$ cat src/rtl/matmul_tile_scheduler_if.sv
// matmul_tile_scheduler_if: BRAM port-B reads (in_enb/in_addrb, wb_enb/wb_addrb) and systolic core control (core_en, core_rst_n, core_reset_acc, systolic_finish, accumulator_done)
interface matmul_tile_scheduler_if #(
  parameter int ADDR_WIDTH_I = 14,
  parameter int ADDR_WIDTH_W = 12
);
  logic in_enb;
  logic [ADDR_WIDTH_I-1:0] in_addrb;
  logic wb_enb;
  logic [ADDR_WIDTH_W-1:0] wb_addrb;
  logic core_en;
  logic core_rst_n;
  logic core_reset_acc;
  logic systolic_finish;
  logic accumulator_done;
  modport master (
    output in_enb, in_addrb, wb_enb, wb_addrb, core_en, core_rst_n, core_reset_acc,
    input  systolic_finish, accumulator_done
  );
  modport slave (
    input  in_enb, in_addrb, wb_enb, wb_addrb, core_en, core_rst_n, core_reset_acc,
    output systolic_finish, accumulator_done
  );
endinterface

$ cat src/rtl/matmul_tile_scheduler.sv
// matmul_tile_scheduler: row-major tile / K-step FSM for C = I x W; ports clk, rst, start, abort, busy, done, tile_row, tile_col, bus (BRAM reads + core control)
module matmul_tile_scheduler #(
  parameter int INNER_DIMENSION   = 4,
  parameter int BLOCK_SIZE        = 2,
  parameter int I_OUTER_DIMENSION = 6,
  parameter int W_OUTER_DIMENSION = 6,
  parameter int ADDR_WIDTH_I      = 14,
  parameter int ADDR_WIDTH_W      = 12,
  localparam int K_STEPS = INNER_DIMENSION / BLOCK_SIZE,
  localparam int ROWS    = I_OUTER_DIMENSION / BLOCK_SIZE,
  localparam int COLS    = W_OUTER_DIMENSION / BLOCK_SIZE,
  localparam int KW      = K_STEPS > 1 ? $clog2(K_STEPS) : 1,
  localparam int RW      = ROWS > 1 ? $clog2(ROWS) : 1,
  localparam int CW      = COLS > 1 ? $clog2(COLS) : 1
) (
  input  logic          clk,
  input  logic          rst,
  input  logic          start,
  input  logic          abort,
  output logic          busy,
  output logic          done,
  output logic [RW-1:0] tile_row,
  output logic [CW-1:0] tile_col,
  matmul_tile_scheduler_if.master bus
);
  localparam int MAXRC = ROWS > COLS ? ROWS : COLS;
  if (INNER_DIMENSION % BLOCK_SIZE != 0 || I_OUTER_DIMENSION % BLOCK_SIZE != 0 ||
      W_OUTER_DIMENSION % BLOCK_SIZE != 0) begin : g_dim_chk
    $error("matmul_tile_scheduler: dimensions must be multiples of BLOCK_SIZE");
  end
  if (longint'(K_STEPS) * longint'(MAXRC) > (longint'(1) << ADDR_WIDTH_I) ||
      longint'(K_STEPS) * longint'(MAXRC) > (longint'(1) << ADDR_WIDTH_W)) begin : g_addr_chk
    $error("matmul_tile_scheduler: block addresses overflow BRAM address width");
  end
  typedef enum logic [3:0] {IDLE, ACC_CLR, FETCH, WAIT, RUN, SYS_CLR, DRAIN, ADVANCE, DONE} state_t;
  state_t state, state_n;
  logic [KW-1:0] k, k_n;
  logic [RW-1:0] row_n;
  logic [CW-1:0] col_n;
  logic last_k, last_row, last_col;
  always_comb begin
    last_k   = k == KW'(K_STEPS - 1);
    last_row = tile_row == RW'(ROWS - 1);
    last_col = tile_col == CW'(COLS - 1);
    state_n  = state;
    k_n      = k;
    row_n    = tile_row;
    col_n    = tile_col;
    case (state)
      IDLE:    if (start) begin
                 state_n = ACC_CLR;
                 k_n     = '0;
                 row_n   = '0;
                 col_n   = '0;
               end
      ACC_CLR: state_n = FETCH;
      FETCH:   state_n = WAIT;
      WAIT:    state_n = RUN;
      RUN:     if (bus.systolic_finish)
                 state_n = !last_k ? SYS_CLR : bus.accumulator_done ? ADVANCE : DRAIN;
      SYS_CLR: begin
                 state_n = FETCH;
                 k_n     = k + KW'(1);
               end
      DRAIN:   if (bus.accumulator_done) state_n = ADVANCE;
      ADVANCE: begin
                 state_n = last_col && last_row ? DONE : ACC_CLR;
                 k_n     = '0;
                 col_n   = last_col ? '0 : tile_col + CW'(1);
                 row_n   = !last_col ? tile_row : last_row ? '0 : tile_row + RW'(1);
               end
      DONE:    state_n = IDLE;
      default: state_n = IDLE;
    endcase
    if (abort && state != IDLE && state != DONE) begin
      state_n = IDLE;
      k_n     = '0;
      row_n   = '0;
      col_n   = '0;
    end
  end
  // Outputs are registered from the next state so every output is a flop.
  always_ff @(posedge clk or posedge rst)
    if (rst) begin
      state              <= IDLE;
      k                  <= '0;
      tile_row           <= '0;
      tile_col           <= '0;
      busy               <= 1'b0;
      done               <= 1'b0;
      bus.in_enb         <= 1'b0;
      bus.wb_enb         <= 1'b0;
      bus.in_addrb       <= '0;
      bus.wb_addrb       <= '0;
      bus.core_en        <= 1'b0;
      bus.core_rst_n     <= 1'b0;
      bus.core_reset_acc <= 1'b1;
    end else begin
      state              <= state_n;
      k                  <= k_n;
      tile_row           <= row_n;
      tile_col           <= col_n;
      busy               <= state_n != IDLE;
      done               <= state_n == DONE;
      bus.in_enb         <= state_n inside {FETCH, WAIT, RUN};
      bus.wb_enb         <= state_n inside {FETCH, WAIT, RUN};
      bus.in_addrb       <= ADDR_WIDTH_I'(32'(k_n) + 32'(K_STEPS) * 32'(row_n));
      bus.wb_addrb       <= ADDR_WIDTH_W'(32'(k_n) + 32'(K_STEPS) * 32'(col_n));
      bus.core_en        <= state_n inside {RUN, DRAIN};
      bus.core_rst_n     <= state_n == RUN;
      bus.core_reset_acc <= state_n inside {IDLE, ACC_CLR};
    end
endmodule
$ cat src/flat_wrapper.sv
// flat-port wrapper written by rule: the top's interface ports become plain ports
module matmul_tile_scheduler_flat 
#(
  parameter int INNER_DIMENSION   = 4,
  parameter int BLOCK_SIZE        = 2,
  parameter int I_OUTER_DIMENSION = 6,
  parameter int W_OUTER_DIMENSION = 6,
  parameter int ADDR_WIDTH_I      = 14,
  parameter int ADDR_WIDTH_W      = 12,
  localparam int K_STEPS = INNER_DIMENSION / BLOCK_SIZE,
  localparam int ROWS    = I_OUTER_DIMENSION / BLOCK_SIZE,
  localparam int COLS    = W_OUTER_DIMENSION / BLOCK_SIZE,
  localparam int KW      = K_STEPS > 1 ? $clog2(K_STEPS) : 1,
  localparam int RW      = ROWS > 1 ? $clog2(ROWS) : 1,
  localparam int CW      = COLS > 1 ? $clog2(COLS) : 1
)
  (clk, rst, start, abort, busy, done, tile_row, tile_col, bus_in_enb, bus_in_addrb, bus_wb_enb, bus_wb_addrb, bus_core_en, bus_core_rst_n, bus_core_reset_acc, bus_systolic_finish, bus_accumulator_done);
  matmul_tile_scheduler_if #(.ADDR_WIDTH_I(ADDR_WIDTH_I), .ADDR_WIDTH_W(ADDR_WIDTH_W)) bus_i ();
  input  logic clk;
  input  logic rst;
  input  logic start;
  input  logic abort;
  output logic busy;
  output logic done;
  output logic [RW-1:0] tile_row;
  output logic [CW-1:0] tile_col;
  output wire logic [$bits(bus_i.in_enb)-1:0] bus_in_enb;
  output wire logic [$bits(bus_i.in_addrb)-1:0] bus_in_addrb;
  output wire logic [$bits(bus_i.wb_enb)-1:0] bus_wb_enb;
  output wire logic [$bits(bus_i.wb_addrb)-1:0] bus_wb_addrb;
  output wire logic [$bits(bus_i.core_en)-1:0] bus_core_en;
  output wire logic [$bits(bus_i.core_rst_n)-1:0] bus_core_rst_n;
  output wire logic [$bits(bus_i.core_reset_acc)-1:0] bus_core_reset_acc;
  input wire logic [$bits(bus_i.systolic_finish)-1:0] bus_systolic_finish;
  input wire logic [$bits(bus_i.accumulator_done)-1:0] bus_accumulator_done;
  assign bus_in_enb = bus_i.in_enb;
  assign bus_in_addrb = bus_i.in_addrb;
  assign bus_wb_enb = bus_i.wb_enb;
  assign bus_wb_addrb = bus_i.wb_addrb;
  assign bus_core_en = bus_i.core_en;
  assign bus_core_rst_n = bus_i.core_rst_n;
  assign bus_core_reset_acc = bus_i.core_reset_acc;
  assign bus_i.systolic_finish = bus_systolic_finish;
  assign bus_i.accumulator_done = bus_accumulator_done;
  matmul_tile_scheduler #(.INNER_DIMENSION(INNER_DIMENSION), .BLOCK_SIZE(BLOCK_SIZE), .I_OUTER_DIMENSION(I_OUTER_DIMENSION), .W_OUTER_DIMENSION(W_OUTER_DIMENSION), .ADDR_WIDTH_I(ADDR_WIDTH_I), .ADDR_WIDTH_W(ADDR_WIDTH_W)) u_core (.clk(clk), .rst(rst), .start(start), .abort(abort), .busy(busy), .done(done), .tile_row(tile_row), .tile_col(tile_col), .bus(bus_i));
endmodule
$ cat config.mk
export PLATFORM = sky130hd
export DESIGN_NAME = matmul_tile_scheduler_flat
export DESIGN_NICKNAME = d
export VERILOG_FILES = /design/src/rtl/matmul_tile_scheduler_if.sv /design/src/rtl/matmul_tile_scheduler.sv /design/src/flat_wrapper.sv
export SDC_FILE = /design/constraint.sdc
export NUM_CORES = 1
export LEC_CHECK = 0
export ABC_AREA = 1
export CORE_ASPECT_RATIO = 1.2
export CORE_UTILIZATION = 40
export CTS_CLUSTER_DIAMETER = 30
export CTS_CLUSTER_SIZE = 24
export DETAILED_ROUTE_END_ITERATION = 8
export PLACE_DENSITY = 0.77
export SYNTH_ARGS = -nofsm -noshare
export SYNTH_HDL_FRONTEND = slang
export SYNTH_SLANG_ARGS = --single-unit
$ cat constraint.sdc
create_clock -name clk -period 2.4 [get_ports clk]
set_input_delay 0.36 -clock clk [delete_from_list [all_inputs] [get_ports clk]]
set_output_delay 0.36 -clock clk [all_outputs]
set_load 0.02 [all_outputs]
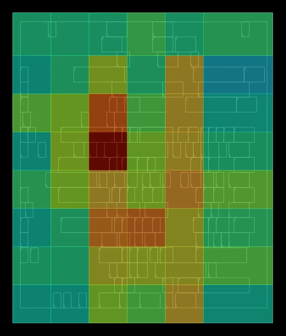
*Routing congestion map*
GRT met1 Usage: 15.88%
GRT Max-Usage Layer: met2
M2 GR Usage: 25.40%
gr usage total: 14.29%
fin util: 48.94%

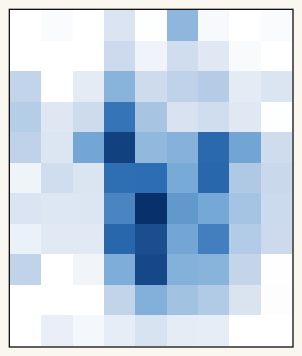
*Routed metal per tile*
(6 px per µm) 9 x 11 tiles, from white (low) to dark blue (high), scaled to the fullest tile. Values are wire area over tile area, all layers added.
emptiest ninth of the die: south-west
nearly empty tiles: 19%
mean over tiles: 0.11
fullest tile: 0.40
tiles over half the peak: 18%
densest ninth of the die: centre
routed len/inst: 10.17 µm
total length of routed wires: 1759 µm

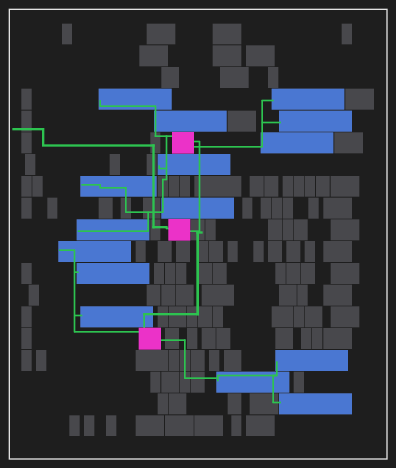
*Routed clock nets over the placement*
(8 px per µm)
[green] clock wires | length: 187 µm
[blue] flip-flops | count: 15
[magenta] cells driving clock nets | count: 3
routed clock nets: 4
P_clk: 0.000145 W
Clock power frac: 12.8%
Late-Pin Clk Latency: 0.29 ns
Max Clock Skew: 0.007054 ns

==> changes_impl.md <==
### Implementation results

- Top area contributor share: 35.99%
- Via count: 786
- Worst setup SP type: flip-flop
- Inst Count DP: 169
- Worst hold margin: 0.4111 ns
- Slew @ Worst Pin: roughly 0.56 ns
- Worst min path class: in2async
- Tapcells: 31
- Post-CTS setup buffers: 0
- Cell count in the Yosys report: 124
- Run status: finished, final reports clean
- Unrepaired setup endpoints after global routing: no
- Num Clock Sinks: 15
- CTS root buffer: clkbuf_4
- Layout non-clock buf frac: 19.51%
- Final setup viols: 0
- Synthesized cell area: 973.4 µm²
- Yosys chip area: 973.4 µm²
- Switch share: 46.48%
- EDFF count, synth: 0
- Synth area leader: dfrtp_1
- Leak Pwr: 0.5505 nW
- First-pass GRT wire length: 2753 µm
- Comb area leader: buffers and inverters
- Compound-cell area share of the yosys netlist: 8.355%
- Crit path to: bus_core_reset_acc
- Tot Pwr: 0.001135 W
- Primary FF master, synth: dfrtp_1
- Multi-In Gates: 83
- GR Overflow Total: 0
- Invs w/o clock: 18
- Row cnt: 19
- Die Size: 0.002636 mm²
- Design area: 0.001129 mm²
- Multi-input logic area: 397.9 µm²
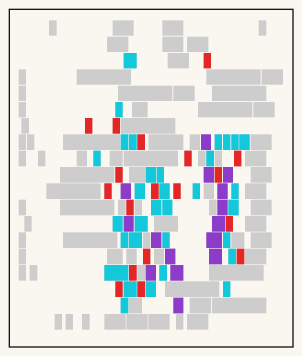
*Gate-type map*
(6 px per µm)
[red] inverters | cells: 18
[purple] inverting AOI/OAI gates | cells: 15
[cyan] NAND gates | cells: 32
fin cells: 173
most frequent logic cell in the layout: clkdlybuf4s50_1
Comb/total area: 35.26%

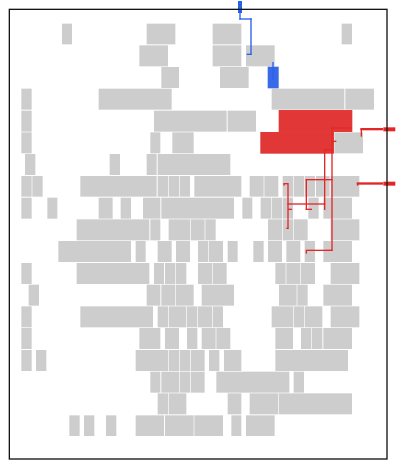
*Wires at chosen ports, followed through buffers*
(8 px per µm)
[blue] rst | bits: 1 | direction: input | end cells: 1 | buffers: 1 | wire: 9.30 µm
[red] tile_row | bits: 2 | direction: output | end cells: 2 | buffers: 2 | wire: 55.9 µm
IO Pins: 43
number of buffers added on ports: 22

Power figures rest on the tool's default switching activity, not on a simulated workload.
